Fig. 1: cell classes on the final placement
Scale: 8 px per µm.
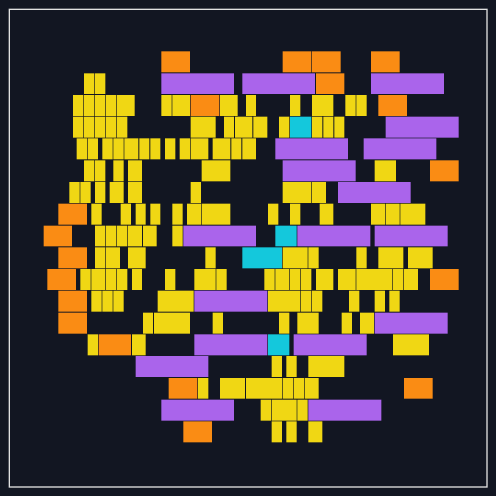
Fig. 2: sizing map
Scale: 6 px per µm.
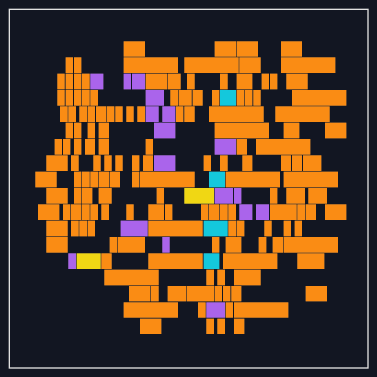
Fig. 3: where the registers sit
Scale: 6 px per µm.
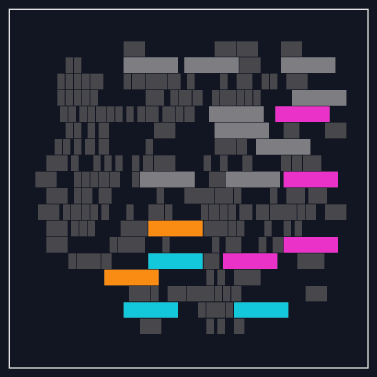
Fig. 4: placed standard cells
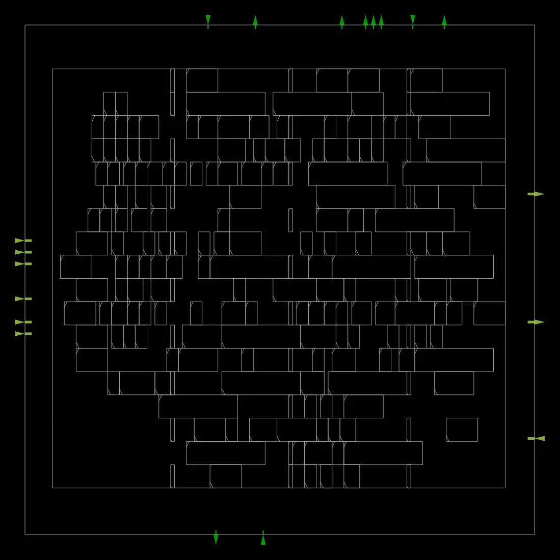
--- src/rtl/tri_bus_arbiter.sv ---
// Round-robin owner sequencer for a shared multi-driven bus.
// One driver is granted at a time. A tenure is bounded by MAX_HOLD cycles.
// Every handover passes through TA_CYCLES cycles in which no driver is enabled.
module tri_bus_arbiter #(
    parameter  int N_REQ     = 4,
    parameter  int MAX_HOLD  = 8,
    parameter  int TA_CYCLES = 1,
    localparam int OW        = (N_REQ > 2) ? $clog2(N_REQ) : 1,
    localparam int HW        = $clog2(MAX_HOLD + 1)
) (
    input  logic             clk,
    input  logic             rst_n,
    input  logic [N_REQ-1:0] req,
    input  logic [N_REQ-1:0] done,
    output logic [N_REQ-1:0] gnt,
    output logic             drv_en,
    output logic [OW-1:0]    owner,
    output logic             busy,
    output logic             hold_timeout
);

    typedef enum logic [1:0] {IDLE, GRANT, TURN} state_t;

    localparam logic [HW-1:0]    HOLD_MAX = HW'(MAX_HOLD);
    localparam logic [2:0]       TA_INIT  = 3'(TA_CYCLES);
    localparam logic [OW-1:0]    LAST     = OW'(N_REQ - 1);
    localparam logic [N_REQ-1:0] ONE      = {{(N_REQ-1){1'b0}}, 1'b1};

    state_t           state, nstate;
    logic [N_REQ-1:0] ngnt;
    logic [OW-1:0]    ptr, nptr, nowner, win, idx;
    logic [HW-1:0]    hold_cnt, nhold;
    logic [2:0]       ta_cnt, nta;
    logic             nto, rel, lim;

    // Rotating priority scan: the lowest offset from ptr with req set wins.
    // Scanning from the far end lets the nearest hit overwrite the rest.
    always_comb begin
        win = ptr;
        idx = '0;
        for (int k = N_REQ - 1; k >= 0; k--) begin
            idx = OW'((int'(ptr) + k) % N_REQ);
            if (req[idx]) win = idx;
        end
    end

    // Next-state logic for the state machine, grant, pointer and counters.
    always_comb begin
        nstate = state;
        ngnt   = gnt;
        nowner = owner;
        nptr   = ptr;
        nhold  = hold_cnt;
        nta    = ta_cnt;
        nto    = 1'b0;
        rel    = done[owner] | ~req[owner];
        lim    = (hold_cnt == HOLD_MAX);
        case (state)
            IDLE: begin
                if (|req) begin
                    nstate = GRANT;
                    ngnt   = ONE << win;
                    nowner = win;
                    nhold  = HW'(1);
                end
            end
            GRANT: begin
                if (rel || lim) begin
                    // A timeout is reported only when the hold limit is the sole cause.
                    nstate = TURN;
                    ngnt   = '0;
                    nptr   = (owner == LAST) ? '0 : owner + 1'b1;
                    nta    = TA_INIT;
                    nhold  = '0;
                    nto    = lim & ~rel;
                end else begin
                    nhold  = lim ? hold_cnt : hold_cnt + 1'b1;
                end
            end
            TURN: begin
                nta = ta_cnt - 1'b1;
                if (ta_cnt == 3'd1) begin
                    // Last gap cycle: arbitrate with the already advanced pointer.
                    if (|req) begin
                        nstate = GRANT;
                        ngnt   = ONE << win;
                        nowner = win;
                        nhold  = HW'(1);
                    end else begin
                        nstate = IDLE;
                    end
                end
            end
            default: begin
                nstate = IDLE;
                ngnt   = '0;
            end
        endcase
    end

    // State and output registers; reset drops the grant immediately.
    always_ff @(posedge clk or negedge rst_n) begin
        if (!rst_n) begin
            state        <= IDLE;
            gnt          <= '0;
            owner        <= '0;
            ptr          <= '0;
            hold_cnt     <= '0;
            ta_cnt       <= '0;
            hold_timeout <= 1'b0;
        end else begin
            state        <= nstate;
            gnt          <= ngnt;
            owner        <= nowner;
            ptr          <= nptr;
            hold_cnt     <= nhold;
            ta_cnt       <= nta;
            hold_timeout <= nto;
        end
    end

    assign drv_en = |gnt;
    assign busy   = (state != IDLE);

endmodule
--- config.mk ---
export PLATFORM = sky130hd
export DESIGN_NAME = tri_bus_arbiter
export DESIGN_NICKNAME = d
export VERILOG_FILES = /design/src/rtl/tri_bus_arbiter.sv
export SDC_FILE = /design/constraint.sdc
export NUM_CORES = 1
export LEC_CHECK = 0
export ABC_AREA = 1
export ABC_CLOCK_PERIOD_IN_PS = 4120
export CORE_MARGIN = 3
export CORE_UTILIZATION = 40
export CTS_BUF_LIST = sky130_fd_sc_hd__clkbuf_4 sky130_fd_sc_hd__clkbuf_8 sky130_fd_sc_hd__clkbuf_16
export CTS_CLUSTER_SIZE = 30
export DETAILED_ROUTE_END_ITERATION = 7
export GPL_TIMING_DRIVEN = 0
export PLACE_DENSITY_LB_ADDON = 0.15
export SLEW_MARGIN = 20
export SYNTH_ARGS = -nofsm -noshare
export SYNTH_HDL_FRONTEND = slang
export SYNTH_SLANG_ARGS = --single-unit
--- constraint.sdc ---
create_clock -name clk -period 4.12 [get_ports clk]
set_clock_uncertainty 0.15 [all_clocks]
set_input_delay 1.03 -clock clk [delete_from_list [all_inputs] [get_ports clk]]
set_output_delay 1.03 -clock clk [all_outputs]
set_load 0.05 [all_outputs]
==> results.txt <==
fresh numbers from the pnr run: Cells after Synth=154, reg-to-reg slack, setup=2460 ps, highest clock rate=0.3211 GHz, ys async rst share=1.000, clk root buf=clkbuf_4, Dominant flop cell=dfrtp_1, delay-heaviest family, CP=buffers and inverters, GR Util met3=0.01961, simple share=0.3450, Crit path buffers/inverters=1, Comb power=707 µW, outcome=finished, final reports clean, post-CTS sizing=0, port bufs=18, overall routed net length=2348 µm, XOR Share, Synth=0.02293, CP max stage delay=710 ps, final worst slack=1006 ps, Max Buffers Root-to-Sink=2, Least-Margin Pin Slew=778.0 ps, hold slack=359.1 ps, Total GRT Usage=0.1587, Inst Count DP=202, H-tree levels=1, RSZ-0062 raised after global routing=false, Routed met3 length=62 µm, Yosys chip area=1146 µm², average size of a mapped cell=7.442 µm², ratio of cells with drive above 1 in the final layout=0.1307, Synth Seq Share=0.3930, met1 wire length=1142 µm, DRC Markers=0, internal power=541.3 µW
About Fig. 1:
Cyan is clock drivers and dummy loads, cells 4. Yellow is combinational and other logic, cells 135. Purple is flops, cells 18. Orange is other buffers and delay cells, cells 19.
flop share of the area: 0.3217
utilization after layout: 0.5406
Final Instance Area: 1400 µm²
site row count: 18
Core Area: 2590 µm²

About Fig. 2:
Cyan is _3 and _4 cells, cells 4, most used clkbuf_4. Yellow is _6 and larger, cells 2. Orange is _0 and _1 cells, cells 153, most used nand2_1. Purple is _2 cells, cells 17, most used inv_2.

About Fig. 3:
Magenta is hold_cnt, sequential cells 4. Cyan is ta_cnt, sequential cells 3. Orange is ptr, sequential cells 2.
Another 9 sequential cells are not colored.
FF+latch area: 450.4 µm²
Seq group: 311 µW

About Fig. 4:
final sequential cell count: 18
non-filler cells, final: 206
n_taps: 30
fill count: 271

[worst min path at each step]
stage,startpoint,to,slack [ps],cells past startpoint
floorplan,ta_cnt[1],ta_cnt[1],300,2
global placement,ta_cnt[1],ta_cnt[1],310,2
detailed placement,gnt[2],gnt[2],340,2
CTS,gnt[2],gnt[2],370,2
global route,ta_cnt[1],ta_cnt[1],410,2
finish,gnt[2],gnt[2],360,2
[final cells by class]
class | count | area (µm²) | share of cell area
well taps | 30 | 37.54 | 0.02681
inverters | 24 | 90.09 | 0.06434
plain buffers | 1 | 11.26 | 0.008043
flip-flops and latches | 18 | 450.4 | 0.3217
repair buffers | 18 | 180.2 | 0.1287
multi-input cells | 111 | 594.3 | 0.4245
clock buffers | 4 | 36.28 | 0.02592
Power figures rest on the tool's default switching activity, not on a simulated workload.
